Figure 1. Placed cells, one color a class.
Scale bar: 20 um.
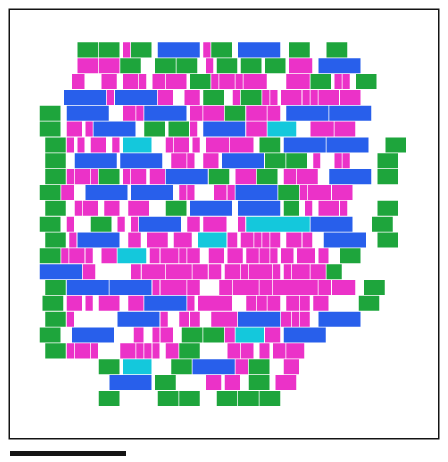
Figure 2. Track usage over the die.
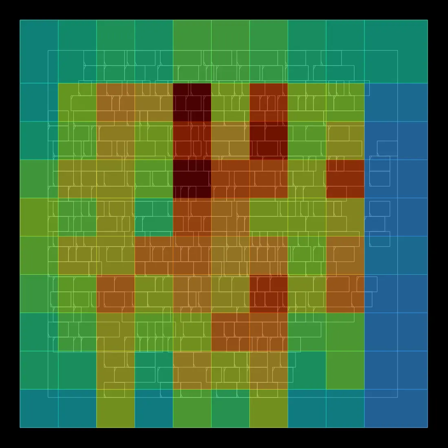
Figure 3. Signal wires by layer.
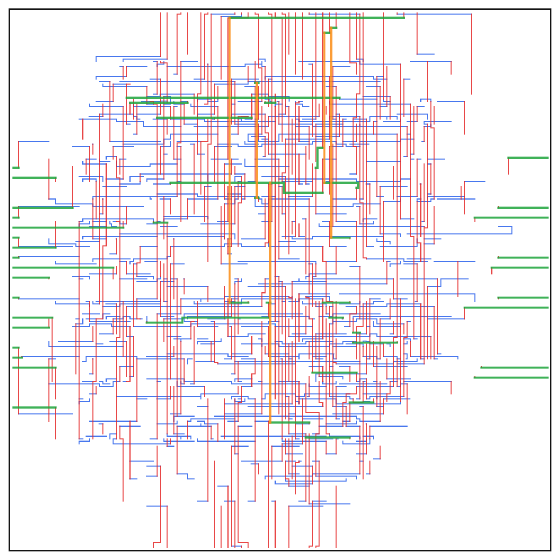
Figure 4. Floorplan with the power grid.
Scale bar: 20 um. Pins as bars on the die edge. Tap cells in gray.
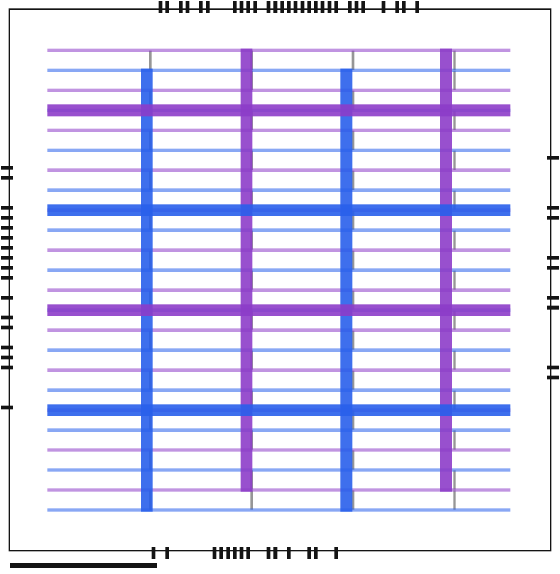
[config.mk]
export PLATFORM = sky130hd
export DESIGN_NAME = msi_bus_responder
export DESIGN_NICKNAME = d
export VERILOG_FILES = /design/src/rtl/msi_pkg.sv /design/src/rtl/bus_wait_counter.sv /design/src/rtl/msi_bus_responder.sv
export SDC_FILE = /design/constraint.sdc
export NUM_CORES = 1
export LEC_CHECK = 0
export CORE_MARGIN = 5
export CORE_UTILIZATION = 51
export CTS_BUF_LIST = sky130_fd_sc_hd__clkbuf_2 sky130_fd_sc_hd__clkbuf_4 sky130_fd_sc_hd__clkbuf_8
export DETAILED_ROUTE_END_ITERATION = 12
export PLACE_DENSITY = 0.94
export SYNTH_ARGS = -nofsm -noshare
export SYNTH_HDL_FRONTEND = slang
export SYNTH_SLANG_ARGS = --single-unit
[constraint.sdc]
create_clock -name clock -period 4 [get_ports clock]
set_input_delay 0.8 -clock clock [delete_from_list [all_inputs] [get_ports clock]]
set_output_delay 0.8 -clock clock [all_outputs]
set_load 0.005 [all_outputs]
[src/rtl/msi_pkg.sv]
// Shared definitions for the MSI snooping bus: bus op codes, cache-line states
// and the memory-side responder's FSM encoding.
package msi_pkg;

    typedef enum logic [1:0] {
        OP_RD_MISS = 2'b00,
        OP_WR_MISS = 2'b01,
        OP_INVAL   = 2'b10,
        OP_WB      = 2'b11
    } bus_op_t;

    // Line states used by the cache-side sm_cpu/sm_bus controllers
    typedef enum logic [1:0] {
        MSI_I = 2'b00,
        MSI_S = 2'b01,
        MSI_M = 2'b10
    } msi_state_t;

    typedef enum logic [2:0] {
        ST_IDLE   = 3'd0,
        ST_SNOOP  = 3'd1,
        ST_WB     = 3'd2,
        ST_MEM_RD = 3'd3,
        ST_MEM_WR = 3'd4,
        ST_RESP   = 3'd5
    } resp_state_t;

endpackage

[src/rtl/bus_wait_counter.sv]
// Loadable down-counter with a zero flag; times both the memory read latency
// and the snoop timeout window.
module bus_wait_counter #(
    parameter int W = 3
) (
    input  logic         clock,
    input  logic         resetn,
    input  logic         load,
    input  logic         dec,
    input  logic [W-1:0] load_value,
    output logic         zero
);

    logic [W-1:0] count_reg;

    always_ff @(posedge clock) begin
        if (!resetn) begin
            count_reg <= '0;
        end else if (load) begin
            count_reg <= load_value;
        end else if (dec && (count_reg != '0)) begin
            count_reg <= count_reg - 1'b1;
        end
    end

    assign zero = (count_reg == '0);

endmodule

[src/rtl/msi_bus_responder.sv]
// Memory-side responder for the MSI snooping bus: one request at a time,
// snoop broadcast, owner write-back and memory read/write sequencing.
module msi_bus_responder
    import msi_pkg::*;
#(
    parameter int ADDR_W   = 3,
    parameter int DATA_W   = 8,
    parameter int MEM_LAT  = 2,
    parameter int SNOOP_TO = 7
) (
    input  logic              clock,
    input  logic              resetn,
    input  logic              req_valid,
    output logic              req_ready,
    input  logic [1:0]        req_op,
    input  logic [ADDR_W-1:0] req_addr,
    input  logic [DATA_W-1:0] req_data,
    output logic              snoop_valid,
    output logic [1:0]        snoop_op,
    output logic [ADDR_W-1:0] snoop_addr,
    input  logic              snoop_done,
    input  logic              snoop_wb,
    input  logic              snoop_abort,
    input  logic [DATA_W-1:0] snoop_data,
    output logic [ADDR_W-1:0] mem_addr,
    output logic              mem_wren,
    output logic [DATA_W-1:0] mem_wdata,
    input  logic [DATA_W-1:0] mem_rdata,
    output logic              resp_valid,
    output logic [DATA_W-1:0] resp_data,
    output logic              resp_src,
    output logic              proto_err,
    output logic [2:0]        state
);

    localparam int MAX_WAIT = (MEM_LAT > SNOOP_TO) ? MEM_LAT : SNOOP_TO;
    localparam int CNT_W    = (MAX_WAIT > 1) ? $clog2(MAX_WAIT) : 1;

    resp_state_t       state_reg;
    bus_op_t           op_reg;
    logic [ADDR_W-1:0] addr_reg;
    logic [DATA_W-1:0] data_reg;
    logic [DATA_W-1:0] wb_data_reg;
    logic              wb_bad_reg;
    logic [DATA_W-1:0] resp_data_reg;
    logic              resp_src_reg;
    logic              proto_err_reg;

    logic              cnt_load;
    logic              cnt_dec;
    logic [CNT_W-1:0]  cnt_load_value;
    logic              cnt_zero;

    bus_wait_counter #(.W(CNT_W)) wait_cnt (
        .clock      (clock),
        .resetn     (resetn),
        .load       (cnt_load),
        .dec        (cnt_dec),
        .load_value (cnt_load_value),
        .zero       (cnt_zero)
    );

    // Loading with N-1 makes the zero flag mark the last cycle of an N-cycle wait.
    // The MEM_LAT reload on leaving SNOOP/WB is harmless when MEM_RD is not next.
    always_comb begin
        cnt_load       = 1'b0;
        cnt_dec        = 1'b0;
        cnt_load_value = CNT_W'(MEM_LAT - 1);
        case (state_reg)
            ST_IDLE: begin
                if (req_valid && (req_op != OP_WB)) begin
                    cnt_load       = 1'b1;
                    cnt_load_value = CNT_W'(SNOOP_TO - 1);
                end
            end
            ST_SNOOP: begin
                if (snoop_done || cnt_zero) cnt_load = 1'b1;
                else                        cnt_dec  = 1'b1;
            end
            ST_WB:     cnt_load = 1'b1;
            ST_MEM_RD: cnt_dec  = !cnt_zero;
            default: ;
        endcase
    end

    always_ff @(posedge clock) begin
        if (!resetn) begin
            state_reg     <= ST_IDLE;
            op_reg        <= OP_RD_MISS;
            addr_reg      <= '0;
            data_reg      <= '0;
            wb_data_reg   <= '0;
            wb_bad_reg    <= 1'b0;
            resp_data_reg <= '0;
            resp_src_reg  <= 1'b0;
            proto_err_reg <= 1'b0;
        end else begin
            case (state_reg)
                ST_IDLE: begin
                    if (req_valid) begin
                        op_reg        <= bus_op_t'(req_op);
                        addr_reg      <= req_addr;
                        data_reg      <= req_data;
                        wb_bad_reg    <= 1'b0;
                        resp_data_reg <= '0;
                        resp_src_reg  <= 1'b0;
                        state_reg     <= (req_op == OP_WB) ? ST_MEM_WR : ST_SNOOP;
                    end
                end
                ST_SNOOP: begin
                    if (snoop_done) begin
                        if (snoop_abort && !snoop_wb) proto_err_reg <= 1'b1;
                        if (op_reg == OP_INVAL) begin
                            state_reg <= ST_RESP;
                        end else if (snoop_wb) begin
                            // A write-back without abort is still committed, but memory answers.
                            wb_data_reg <= snoop_data;
                            wb_bad_reg  <= !snoop_abort;
                            if (!snoop_abort) proto_err_reg <= 1'b1;
                            state_reg   <= ST_WB;
                        end else begin
                            state_reg <= ST_MEM_RD;
                        end
                    end else if (cnt_zero) begin
                        proto_err_reg <= 1'b1;
                        state_reg     <= (op_reg == OP_INVAL) ? ST_RESP : ST_MEM_RD;
                    end
                end
                ST_WB: begin
                    if (wb_bad_reg) begin
                        state_reg <= ST_MEM_RD;
                    end else begin
                        resp_data_reg <= wb_data_reg;
                        resp_src_reg  <= 1'b1;
                        state_reg     <= ST_RESP;
                    end
                end
                ST_MEM_RD: begin
                    if (cnt_zero) begin
                        resp_data_reg <= mem_rdata;
                        resp_src_reg  <= 1'b0;
                        state_reg     <= ST_RESP;
                    end
                end
                ST_MEM_WR: state_reg <= ST_RESP;
                ST_RESP:   state_reg <= ST_IDLE;
                default:   state_reg <= ST_IDLE;
            endcase
        end
    end

    assign req_ready   = (state_reg == ST_IDLE);
    assign snoop_valid = (state_reg == ST_SNOOP);
    assign snoop_op    = op_reg;
    assign snoop_addr  = addr_reg;
    assign mem_addr    = addr_reg;
    assign mem_wren    = (state_reg == ST_WB) || (state_reg == ST_MEM_WR);
    assign mem_wdata   = (state_reg == ST_WB)     ? wb_data_reg :
                         (state_reg == ST_MEM_WR) ? data_reg    : '0;
    assign resp_valid  = (state_reg == ST_RESP);
    assign resp_data   = resp_data_reg;
    assign resp_src    = resp_src_reg;
    assign proto_err   = proto_err_reg;
    assign state       = state_reg;

endmodule

==> results.yml <==
# physical design summary
clock_tree:
  cts_sinks: 38
  cts_tree: "done"
  clockBufferDepth: 2
  cts-root-buf: "clkbuf_8"
  htree_levels: 2
  postCtsHoldBufs: 0
  insertion_delay_ns: 0.29
grt:
  grt_max_degree: 26
  first_global_vias: 1752
  grt-ovfl-total: 0
  grt_pass1_wl_um: 8070
  antenna_found_initial: 0
sta:
  holdWs_ns: 0.458
  fmax_ghz: 0.291
  clock_skew_ns: 0.00276
  min_period_ns: 3.43
  slew-limit-headroom_pct: 44.9
  finalHoldViolCount: 0
  setup_tns_ns: 0
  worst_slew_pin_slew_ns: 0.824
worst_setup_path:
  worstSetupEndpointType: "primary output"
  path_buffers: 2
  worstSetupPathType: "reg -> out"
  critical-path-top-delay-family: "simple AND/OR/NAND/NOR gates"
  critical_path_peak_fanout: 12
  critPathCapture: "mem_wdata[1]"
  cp.arrival_ns: 2.63
  r2r_cells: 4
  critPathLaunch: "state[2]"
  crit_chain: "inv_2 > nor2_1 > a22oi_1 > nor2_1 > clkdlybuf4s50_1"
  worstReg2RegStart: "state[0]"
  r2r_slack_ns: 1.60
placement:
  placed_cells: 336
  dp_hpwl_um: 3830
  place_congestion: 0.880
  pre_cts_ws_ns: 0.933
  port_buffers: 67
synthesis:
  most_common_cell: "nand2_1"
  ys_area_um2: 2060
  syn_area_um2: 2060
  avgSynthCellArea_um2: 8.67
  synth_cell_types: 44
  synth_seq_share_pct: 37.0
  ys_cells: 237
  synth_flops: 38
  yosys-top-cells-count: "nand2_1, dfxtp_1, mux2i_1"
  synth_nets: 274
  top_area_share_pct: 37.0
  topCellsByArea: "dfxtp_1, nand2_1, mux2i_1, mux2_2, a21boi_1"
  edf_count: 0
min_path:
  min_to: "data_reg[3]"
power_and_ir_drop:
  comb_power_share_pct: 36.0
  switching_share_pct: 32.3
  powerSeq_mw: 0.483
  p_seq_share_pct: 37.8
  powerClk_mw: 0.334
layout:
  drive_gt1_share_pct: 9.56
  final_cell_area_um2: 2790
  syn_to_final_growth_pct: 35.7
  finalNonFillerCells: 343
  flop_area_um2: 761
  nFillCells: 273
  lay_top_count: "clkdlybuf4s50_1"
  antenna_cells: 0
detailed_routing:
  viasPerCell: 5.45
  drtPass1Iterations: 4
  drt_iter0_drc: 140
  met1_length_um: 2160
  route.met2.wl_um: 2570
run_status:
  status: "complete, no violations"
floorplanning:
  rows: 23
  fp_util_pct: 52.1
run:
  max-cap-violations: 0
Back to the opening pictures, Figure 1:
[magenta] all other logic | cells: 179
[cyan] clock drivers and dummy loads | cells: 7
[green] other buffers and delay cells | cells: 69
[blue] flip-flops | cells: 38

Back to the opening pictures, Figure 2:
wire per inst: 15.1 um
Core Util, Final: 70.8%
Global Route met3 Usage: 4.92%
Most Crowded Layer GR: met2
Tot GR Track Use: 19.5%

Back to the opening pictures, Figure 3:
[red] met2 | wire length: 2,570 um
[orange] met4 | wire length: 136 um
[green] met3 | wire length: 318 um
[blue] met1 | wire length: 2,160 um

Back to the opening pictures, Figure 4:
[blue] VSS
[purple] VDD
met1 rails: 24
tap cells: 50
met5 straps: 4
Peak VDD IR: 268 uV
Die Wd: 73.5 um
Core Box Area: 3940 um2
Die Ht: 73.5 um

-- layout make-up --
cell class	instances	area share, %
flip-flops and latches	38	27.3
inverters	4	0.538
well taps	50	2.24
clock buffers	6	2.96
clock inverters	1	1.08
multi-input cells	175	41.3
repair buffers	69	24.6
-- cells by family after synthesis --
family          after synthesis  share of synthesized area (%)
simple gates                 99                           24.3
compound gates               47                           17.0
flops                        38                           37.0
mux                          25                           12.7
buf+inv                      24                           6.88
xor+xnor                      2                          0.852
fa+ha+maj                     2                           1.22
-- metal layers --
metal / GRT usage (%) / up-vias
met2: 32.2 / 68
li1: - / 921
met3: 4.92 / 11
met5: 0 / -
met1: 24.3 / 869
met4: 7.65 / 0
